<file path="src/rtl/flags_register.sv">
// Architectural flags register: two-stage ALU status capture plus set/clear/toggle/load ops.
// Latency: ALU 2 edges, explicit op 1 edge; no backpressure, consumers stall on flags_pending.
module flags_register (
  input  logic        clk,
  input  logic        reset,
  input  logic        alu_valid,
  input  logic [31:0] alu_result,
  input  logic        alu_carry,
  input  logic        alu_overflow,
  input  logic        flag_op_valid,
  input  logic [1:0]  flag_op,
  input  logic [31:0] flag_mask,
  output logic [31:0] flags,
  output logic        flags_pending,
  output logic        flags_changed
);

  typedef struct packed {
    logic v;
    logic c;
    logic n;
    logic z;
  } alu_flags_t;

  localparam logic [1:0] OP_SET    = 2'b00;
  localparam logic [1:0] OP_CLEAR  = 2'b01;
  localparam logic [1:0] OP_TOGGLE = 2'b10;
  localparam logic [1:0] OP_LOAD   = 2'b11;

  logic       s1_valid;
  alu_flags_t s1_dat;
  alu_flags_t alu_dat;
  logic [31:0] after_alu;
  logic [31:0] next_flags;

  always_comb begin
    alu_dat.z = (alu_result == 32'h0);
    alu_dat.n = alu_result[31];
    alu_dat.c = alu_carry;
    alu_dat.v = alu_overflow;
  end

  // The staged ALU update is older than a same-edge explicit op, so it lands first.
  always_comb begin
    after_alu = flags;
    if (s1_valid) begin
      after_alu[3:0] = s1_dat;
      after_alu[4]   = flags[4] | s1_dat.v;
    end
    next_flags = after_alu;
    if (flag_op_valid) begin
      case (flag_op)
        OP_SET:    next_flags = after_alu | flag_mask;
        OP_CLEAR:  next_flags = after_alu & ~flag_mask;
        OP_TOGGLE: next_flags = after_alu ^ flag_mask;
        OP_LOAD:   next_flags = flag_mask;
        default:   next_flags = after_alu;
      endcase
    end
  end

  always_ff @(posedge clk) begin
    if (reset) begin
      s1_valid      <= 1'b0;
      s1_dat        <= '0;
      flags         <= 32'h0;
      flags_changed <= 1'b0;
    end else begin
      s1_valid      <= alu_valid;
      s1_dat        <= alu_dat;
      flags         <= next_flags;
      flags_changed <= (next_flags != flags);
    end
  end

  assign flags_pending = s1_valid;

endmodule

</file>
<file path="config.mk">
export PLATFORM = sky130hd
export DESIGN_NAME = flags_register
export DESIGN_NICKNAME = d
export VERILOG_FILES = /design/src/rtl/flags_register.sv
export SDC_FILE = /design/constraint.sdc
export NUM_CORES = 1
export LEC_CHECK = 0
export ABC_AREA = 1
export CAP_MARGIN = 20
export CORE_AREA = 2 2 105 107
export CTS_CLUSTER_DIAMETER = 80
export CTS_CLUSTER_SIZE = 16
export DETAILED_ROUTE_END_ITERATION = 12
export DIE_AREA = 0 0 107 109
export PLACE_DENSITY = 0.68
export SYNTH_ARGS = -nofsm -noshare
export SYNTH_HDL_FRONTEND = slang
export SYNTH_SLANG_ARGS = --single-unit
</file>
<file path="constraint.sdc">
create_clock -name clk -period 2.3 [get_ports clk]
set_input_delay 0.46 -clock clk [delete_from_list [all_inputs] [get_ports clk]]
set_output_delay 0.46 -clock clk [all_outputs]
set_load 0.02 [all_outputs]
</file>
### Sequential cells grouped by signal name

(2 px per um) Other sequential cells in the stronger grey, the rest of the logic in the fainter grey.
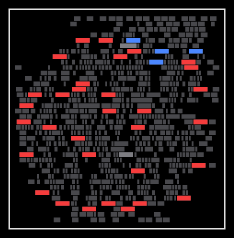
Key: `flags` = red [flops 32, where widely spread]; `s1_dat` = blue [flops 4]
Another 2 sequential cells are not coloured.

### Gate families picked out

(3 px per um)
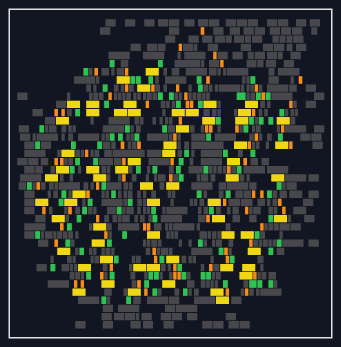
Key: inverting AOI/OAI gates = green [cells 99]; adder and majority cells = yellow [cells 64]; inverters = orange [cells 79]

### Clock wiring as the flow saved it

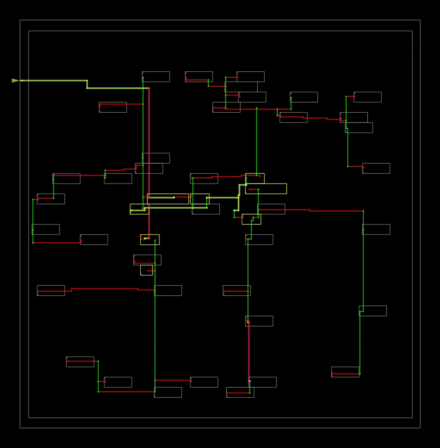
Clock Latency Late Sink: 0.29 ns
flip-flops: 38
skew final: 0.00455 ns
clock buffer count: 5
clock-net power: 0.720 mW

### Wires at chosen ports, followed through buffers

(4 px per um)
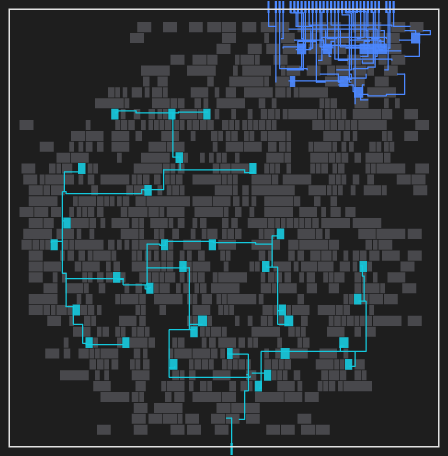
Key: `flag_op_valid` = cyan [direction input, end cells 32, buffers 2, wire 437 um]; `alu_result` = blue [direction input, end cells 9, buffers 32, wire 653 um]

### Routed metal, one colour a layer

(3 px per um)
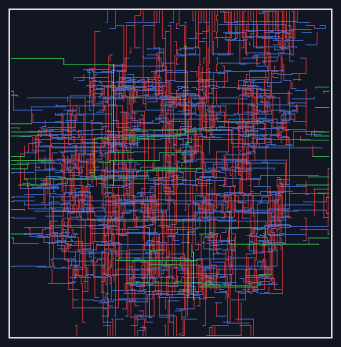
Key: met4 = orange [wire length 156 um]; met1 = blue [wire length 5520 um]; met3 = green [wire length 668 um]; met2 = red [wire length 6150 um]

==> CHANGELOG.md <==
### Implementation results

- Status: completed
- Htree depth: 2
- I/O Pins: 106
- Synthesized cell area: 3900 um^2
- Reg2reg path depth: 16
- Die ar.: 11700 um^2
- Fin crit share: 0.909
- Initial drt markers: 281
- Hold Path Origin: flags[28]$_SDFF_PP0_
- Asr flop ratio synth: 0
- Final Slew Violations: 0
- Bufs and invs on worst path: 2
- Reg power frac: 0.318
- Max Cap Violations: 0
- Power share of the clock group: 0.304
- Combinational share of power: 0.378
- Dominant Register Cell: dfxtp_1
- Ys flops: 38
- AND/OR/NAND/NOR Cells, Area Fraction: 0.350
- Post-synth EDFFs: 0
- Total global-route track usage: 0.212
- Worst-margin pin slew: 0.467 ns
- Buffers added on ports: 105
- Post-route DRC: 0
- Worst setup EP type: flip-flop
- Fp util: 0.368
- Seq/Total Area, Yosys: 0.195
- F_max: 478 MHz
- CP max FO: 3
- Critical path data arrival time: 2.28 ns
- Post-DP Area: 5410 um^2
- Area delta synth->final: 42.4%
- Clock slew at reported path FFs: 0.09 ns
- Ao+oa area frac: 0.130
- Crit path DRT: 2.49 ns
- Crit-path slowest cell: clkdlybuf4s50_1
- Max IR drop VDD: 0.373 mV
- Antenna-violating nets left: 0
- Pint: 1.56 mW
- # placed instances: 894
- Leak: 2.64 nW
- CTS tree: yes
- Total CTS buffers: 5
- Cell Type Count: 23
- Post-CTS Setup Bufs: 0
- Die height: 109 um
- RSZ-0062 raised after global routing: no
- Number of standard cells reported by yosys: 631
- Max_slew headroom: 0.687
- Max clock buf depth: 2
- Crit-path cells: clkdlybuf4s50_1 > inv_1 > ha_1 > nand3_1 > nand3_1 > nand2_1 > nand2_1 > nand2_1 > nand2_1 > nor2_1 > nand2_1 > nor2_1 > nand2_1 > nor2_1 > nor2_1
- CTS root buf: clkbuf_8
- Fraction of layout cells with a size suffix above 1: 0.0840
- Die Width: 107 um
- Reg2Reg Capture Point: flags_changed$_SDFF_PP0_
- Placer congestion estimate: 0.828
- Vias: 4608
- Dominant logic cell type in the layout: nand2_1
- Avg WL per Cell: 13.8 um
- Nets@finish: 897
- # rows: 38
- Yosys xor share: 0
- FF-to-FF setup slack: 0.22 ns
- Post-synthesis cell count: 631
- Switching portion of total power: 0.341
- Routed WL: 12500 um
- ANT cells: 0
- Most instantiated logic cells after routing: nand2_1, clkdlybuf4s50_1, nand3_1
- Final HPWL from detailed placement: 9480 um
- Antenna violations before repair: 0
- Pin count of the biggest net entering global routing: 32
- Worst Setup SP: flag_mask[1]
- CP Class: input port to flip-flop
- Ys Warns: 0
- Yosys stat area: 3900 um^2
- Number of setup violations in the final report: 0
- Hold Fails Final Rpt: 0
- Worst Hold Class: flip-flop to flip-flop
- Vias in the first global route: 4417
- Area fraction in mux cells: 0
- Comb area leader: simple AND/OR/NAND/NOR gates
- Core Area: 10600 um^2
- DR pass1 iterations: 4
==> cell usage after synthesis (2+ instances only) <==
library cell,number,share of area
nand4_1,6,0.0096
dfxtp_1,38,0.19
buf_1,3,0.0029
clkbuf_1,13,0.013
nor4_1,8,0.013
buf_2,5,0.0064
buf_6,5,0.014
inv_2,3,0.0029
nand2_1,182,0.18
o21ai_1,2,0.0026
inv_1,76,0.073
o21ai_0,32,0.041
nand3_1,94,0.12
a21oi_1,64,0.082
ha_1,64,0.21
buf_4,4,0.0077
nor2_1,26,0.025
==> metal layers <==
metal	vias to the layer above	wire length, um	GRT usage	part of all wire
met1	2145	5520	0.273	0.44
met2	126	6150	0.373	0.49
met5	-	0	0	0
met3	16	667	0.0293	0.053
met4	0	156	0.0575	0.012
li1	2321	-	-	-
==> worst max-delay path by stage <==
stage / cells past startpoint / end / slack, ns
finish: 15 / flags_changed$_SDFF_PP0_ / 0.21
detailed placement: 15 / flags_changed$_SDFF_PP0_ / -0.21
floorplan: 16 / flags_changed$_SDFF_PP0_ / 0.35
global route: 16 / flags_changed$_SDFF_PP0_ / 0.01
global placement: 15 / flags_changed$_SDFF_PP0_ / -0.22
CTS: 15 / flags_changed$_SDFF_PP0_ / 0.09
==> through the flow <==
step	utilization	setup TNS [ns]	hold WS, ns	power (mW)
after CTS	0.523	0	0.519	2.38
after floorplan	-	0	0.567	1.23
after global routing	0.524	0	0.542	2.52
final	0.524	0	0.517	2.37
after global placement	0.510	-0.224	0.502	1.62
after detailed placement	0.510	-0.213	0.504	1.65
==> state kept, by name, indices dropped and copies added, names as in the netlist <==
register,flops
flags_pending,1
flags,32
flags_changed,1
s1_dat,4
==> cells by family (layout without fill, tap and decap cells) <==
kind of cell,Yosys count,after routing
simple gates,320,320
buf+inv,109,240
flops,38,38
compound gates,100,100
fa+ha+maj,64,64
==> repair_timing <==
item                                    CTS  global route
endpoints found under the setup margin    0             1
gates resized                             0             8
hold buffers                              0             0
==> power groups by stage <==
stage | logic [mW] | registers, mW | clock network, mW
3_5_place_dp | 0.885 | 0.768 | 0
3_3_place_gp | 0.856 | 0.766 | 0
4_1_cts | 0.892 | 0.753 | 0.740
5_1_grt | 0.998 | 0.760 | 0.759
6_report | 0.893 | 0.753 | 0.720
2_1_floorplan | 0.432 | 0.803 | 0
==> final cells by class <==
type	instances	area, um^2
flip-flops and latches	38	764
multi-input cells	484	2680
fillers	1051	5040
inverters	79	297
clock buffers	5	68.8
clock inverters	3	68.8
well taps	140	175
repair buffers	153	1510
==> worst reg2reg max path: cells and delay by family (launching register included) <==
kind | cells | cell delay [ns]
flip-flops | 1 | 0.37
buffers and inverters | 2 | 0.15
adder cells (fa/ha/maj) | 1 | 0.28
AND-OR/OR-AND | 1 | 0.29
AND/OR/NAND/NOR | 12 | 0.87
Power and IR drop assume default switching activity.
